===== src/rtl/counter_sequencer_if.sv =====
// rtl/counter_sequencer_if.sv - pin bundle between the sequencer and a loadable up-counter
interface counter_sequencer_if #(
    parameter int WIDTH = 4
);
    logic             ld;
    logic             cnt;
    logic [WIDTH-1:0] d;
    logic [WIDTH-1:0] q;

    modport master (output ld, output cnt, output d, input q);
    modport slave  (input ld, input cnt, input d, output q);
endinterface


===== src/rtl/counter_sequencer.sv =====
// rtl/counter_sequencer.sv - drives a loadable up-counter from a start to an end value at a set pace
module counter_sequencer #(
    parameter int WIDTH  = 4,
    parameter int PACE_W = 4
) (
    input  logic                i_clk,
    input  logic                i_rst,
    input  logic                i_start,
    input  logic [WIDTH-1:0]    i_start_val,
    input  logic [WIDTH-1:0]    i_end_val,
    input  logic [PACE_W-1:0]   i_pace,
    input  logic                i_auto_reload,
    input  logic                i_abort,
    counter_sequencer_if.master cnt_if,
    output logic                o_busy,
    output logic                o_done,
    output logic [7:0]          o_reloads
);
    typedef enum logic [1:0] {
        S_IDLE = 2'd0,
        S_LOAD = 2'd1,
        S_RUN  = 2'd2,
        S_DONE = 2'd3
    } state_t;

    state_t              r_state;
    state_t              w_next;
    logic [PACE_W-1:0]   r_pc;
    logic [PACE_W-1:0]   w_pc_next;
    logic [WIDTH-1:0]    r_start_val;
    logic [WIDTH-1:0]    r_end_val;
    logic [PACE_W-1:0]   r_pace;
    logic                r_auto_reload;
    logic [7:0]          r_reloads;
    logic                w_accept;
    logic                w_reload_inc;
    logic                w_ld;
    logic                w_cnt;
    logic [WIDTH-1:0]    w_d;

    always_comb begin
        w_next       = r_state;
        w_pc_next    = '0;
        w_accept     = 1'b0;
        w_reload_inc = 1'b0;
        w_ld         = 1'b0;
        w_cnt        = 1'b0;
        w_d          = '0;
        case (r_state)
            S_IDLE: begin
                if (i_start && !i_abort) begin
                    w_accept = 1'b1;
                    w_next   = S_LOAD;
                end
            end
            S_LOAD: begin
                w_ld   = 1'b1;
                w_d    = r_start_val;
                w_next = S_RUN;
            end
            S_RUN: begin
                // Terminal check wins over the prescaler so N=0 passes never pulse cnt.
                if (cnt_if.q == r_end_val) begin
                    w_next       = r_auto_reload ? S_LOAD : S_DONE;
                    w_reload_inc = r_auto_reload;
                end else if (r_pc == r_pace) begin
                    w_cnt = 1'b1;
                end else begin
                    w_pc_next = r_pc + PACE_W'(1);
                end
            end
            S_DONE: begin
                w_next = S_IDLE;
            end
            default: begin
                w_next = S_IDLE;
            end
        endcase
        if (i_abort && r_state != S_IDLE) begin
            w_next       = S_IDLE;
            w_ld         = 1'b0;
            w_cnt        = 1'b0;
            w_reload_inc = 1'b0;
            w_pc_next    = '0;
        end
    end

    always_ff @(posedge i_clk) begin
        if (i_rst) begin
            r_state       <= S_IDLE;
            r_pc          <= '0;
            r_start_val   <= '0;
            r_end_val     <= '0;
            r_pace        <= '0;
            r_auto_reload <= 1'b0;
            r_reloads     <= 8'd0;
        end else begin
            r_state <= w_next;
            r_pc    <= w_pc_next;
            if (w_accept) begin
                r_start_val   <= i_start_val;
                r_end_val     <= i_end_val;
                r_pace        <= i_pace;
                r_auto_reload <= i_auto_reload;
                r_reloads     <= 8'd0;
            end else if (w_reload_inc && r_reloads != 8'hFF) begin
                r_reloads <= r_reloads + 8'd1;
            end
        end
    end

    assign cnt_if.ld  = w_ld;
    assign cnt_if.cnt = w_cnt;
    assign cnt_if.d   = w_d;
    assign o_busy     = (r_state != S_IDLE);
    assign o_done     = (r_state == S_DONE);
    assign o_reloads  = r_reloads;
endmodule


===== src/flat_wrapper.sv =====
// flat-port wrapper written by rule: the top's interface ports become plain ports
module counter_sequencer_flat 
#(
    parameter int WIDTH  = 4,
    parameter int PACE_W = 4
)
  (i_clk, i_rst, i_start, i_start_val, i_end_val, i_pace, i_auto_reload, i_abort, o_busy, o_done, o_reloads, cnt_if_ld, cnt_if_cnt, cnt_if_d, cnt_if_q);
  counter_sequencer_if #(.WIDTH(WIDTH)) cnt_if_i ();
  input  logic i_clk;
  input  logic i_rst;
  input  logic i_start;
  input  logic [WIDTH-1:0] i_start_val;
  input  logic [WIDTH-1:0] i_end_val;
  input  logic [PACE_W-1:0] i_pace;
  input  logic i_auto_reload;
  input  logic i_abort;
  output logic o_busy;
  output logic o_done;
  output logic [7:0] o_reloads;
  output wire logic [$bits(cnt_if_i.ld)-1:0] cnt_if_ld;
  output wire logic [$bits(cnt_if_i.cnt)-1:0] cnt_if_cnt;
  output wire logic [$bits(cnt_if_i.d)-1:0] cnt_if_d;
  input wire logic [$bits(cnt_if_i.q)-1:0] cnt_if_q;
  assign cnt_if_ld = cnt_if_i.ld;
  assign cnt_if_cnt = cnt_if_i.cnt;
  assign cnt_if_d = cnt_if_i.d;
  assign cnt_if_i.q = cnt_if_q;
  counter_sequencer #(.WIDTH(WIDTH), .PACE_W(PACE_W)) u_core (.i_clk(i_clk), .i_rst(i_rst), .i_start(i_start), .i_start_val(i_start_val), .i_end_val(i_end_val), .i_pace(i_pace), .i_auto_reload(i_auto_reload), .i_abort(i_abort), .cnt_if(cnt_if_i), .o_busy(o_busy), .o_done(o_done), .o_reloads(o_reloads));
endmodule

===== config.mk =====
export PLATFORM = sky130hd
export DESIGN_NAME = counter_sequencer_flat
export DESIGN_NICKNAME = d
export VERILOG_FILES = /design/src/rtl/counter_sequencer_if.sv /design/src/rtl/counter_sequencer.sv /design/src/flat_wrapper.sv
export SDC_FILE = /design/constraint.sdc
export NUM_CORES = 1
export LEC_CHECK = 0
export CAP_MARGIN = 0
export CELL_PAD_IN_SITES_DETAIL_PLACEMENT = 1
export CELL_PAD_IN_SITES_GLOBAL_PLACEMENT = 2
export CORE_ASPECT_RATIO = 1.1
export CORE_MARGIN = 3
export CORE_UTILIZATION = 31
export CTS_BUF_LIST = sky130_fd_sc_hd__clkbuf_2
export CTS_CLUSTER_DIAMETER = 100
export DETAILED_ROUTE_END_ITERATION = 7
export GPL_TIMING_DRIVEN = 0
export PLACE_DENSITY = 0.94
export REMOVE_ABC_BUFFERS = 1
export SLEW_MARGIN = 25
export SYNTH_ARGS = -nofsm -noshare
export SYNTH_HDL_FRONTEND = slang
export SYNTH_SLANG_ARGS = --single-unit

===== constraint.sdc =====
create_clock -name i_clk -period 5.3 [get_ports i_clk]
set_clock_uncertainty 0.05 [all_clocks]
set_input_delay 1.59 -clock i_clk [delete_from_list [all_inputs] [get_ports i_clk]]
set_output_delay 1.59 -clock i_clk [all_outputs]
set_load 0.005 [all_outputs]

**Sequential cells colored by netlist name**

Bar = 20 um. Other sequential cells in the stronger gray, the rest of the logic in the fainter gray.
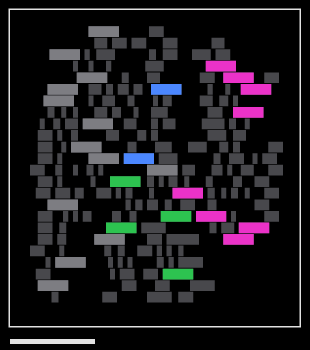
u_core.r_end_val -> green  # placed flops 4
u_core.o_reloads -> magenta  # placed flops 8
u_core.r_state -> blue  # placed flops 2

**Gate-type map**

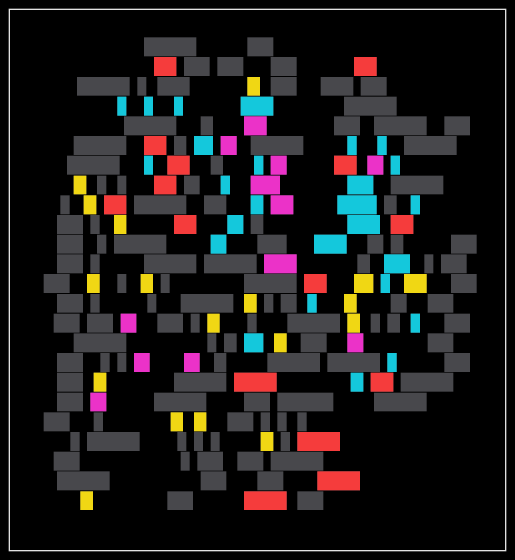
xor and xnor cells -> red  # cells 15, most used xnor2_1
aoi and oai cells -> yellow  # cells 18, most used a21oi_1
and/or cells -> magenta  # cells 12, most used and2_1
nor cells -> cyan  # cells 26, most used nor2_1
final instance count without filler cells: 235
commonest non-fill, non-tap cell in the layout: clkdlybuf4s50_1
fraction of standard cell area in multi-input logic: 42.8%

**M3 wires**

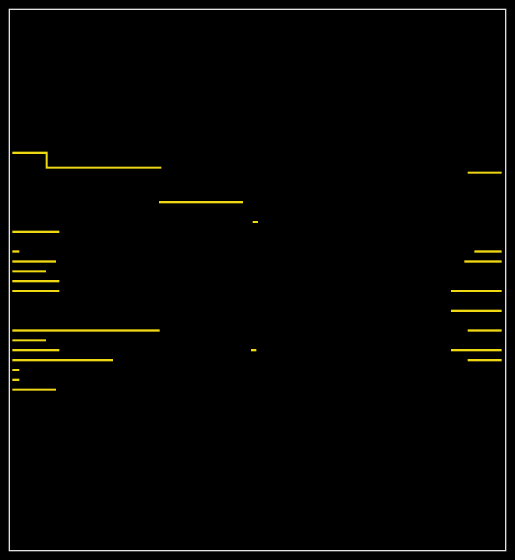
wire length on this layer = 156 um
share of all routed wire = 4.9%

==> highlights.md <==
* num ports: 37
* final setup slack of the worst path: 0.279 ns
* initial antenna violation count: 0
* wire length after detailed routing: 3170 um
* ao+oa area frac: 7.96%
* area share of xor/xnor cells in the synthesized design: 12.2%
* switching power: 0.100 mW
* met3 track demand over resource in global routing: 2.42%
* setup-violating endpoint count in the final report: 0
* area of the synthesized netlist per yosys stat: 1320 sq um
* Synth Area per Inst: 8.98 sq um
* global routing's busiest layer: met2
* Design Area, Final: 1740 sq um
* number of max-cap violations: 0
* outcome: finished, final reports clean
* yosys simple share: 33.6%
* endpoint of the worst register-to-register path: u_core.r_start_val[1]
* unrepaired setup endpoints after global routing: no
* inverter count of the layout excluding clock inverters: 2
* power per cell area: 213 nW/um^2
* detailed-routing iteration count for the pre-antenna-repair pass: 3
* max-slew violations: 0
* clk sinks: 27
* total number of nets in the final design: 207
* non-clk buf share: 20.7%
* transition time at the pin with the least slew margin: 0.824 ns
* multi-input gate area in the final layout: 744 sq um
* async set or reset register ratio after synthesis: 0%
* die area: 5080 sq um
* cell type with the largest total area after synthesis: dfxtp_1
* Worst setup startpoint: cnt_if_q[3]
* unique cell type count in the Yosys netlist: 37
* Clock-cell share: 1.15%
* Switching Fraction: 27.0%
* fillcell total: 498
* placed wire-length estimate after detailed placement: 2510 um
* routed wl met2: 1740 um
* clock root buffer: clkbuf_2
* placed standard-cell area: 1720 sq um
* inserted tap cell count: 52
* total design power: 0.370 mW
* part of the total power dissipated in the clock network: 21.8%
* flip-flop and latch count after synthesis: 27
* Sequential Area: 541 sq um
* Resize count post-CTS: 0
* Worst R2R Path Depth: 4
* reg-to-reg slack, setup: 3.49 ns
* maximum number of pins on one net before global-route repair: 17
* post-route clock period utilization: 94.7%
* DRC: 0
[worst reg2reg max path, delay by kind of cell (launching register included)]
family / cells / cell delay, ns
AND/OR/NAND/NOR: 3 / 1.13
flip-flops: 1 / 0.43
AND-OR/OR-AND: 1 / 0.16
[logic make-up after synthesis]
kind of cell	Yosys count
and+or+nand+nor	77
muxes	1
AOI/OAI and AO/OA	19
xor gates and xnor gates	15
adders and majority gates	2
buffers and inverters	6
DFF	27
[power groups by stage]
| stage | clock (mW) | sequential, mW | combinational, mW |
|---|---|---|---|
| final | 0.0808 | 0.220 | 0.0693 |
| after global routing | 0.0927 | 0.222 | 0.0767 |
| after CTS | 0.0856 | 0.220 | 0.0707 |
| after detailed placement | 0 | 0.224 | 0.0702 |
| after global placement | 0 | 0.223 | 0.0680 |
| after floorplan | 0 | 0.221 | 0.0372 |
Power and IR drop assume default switching activity.
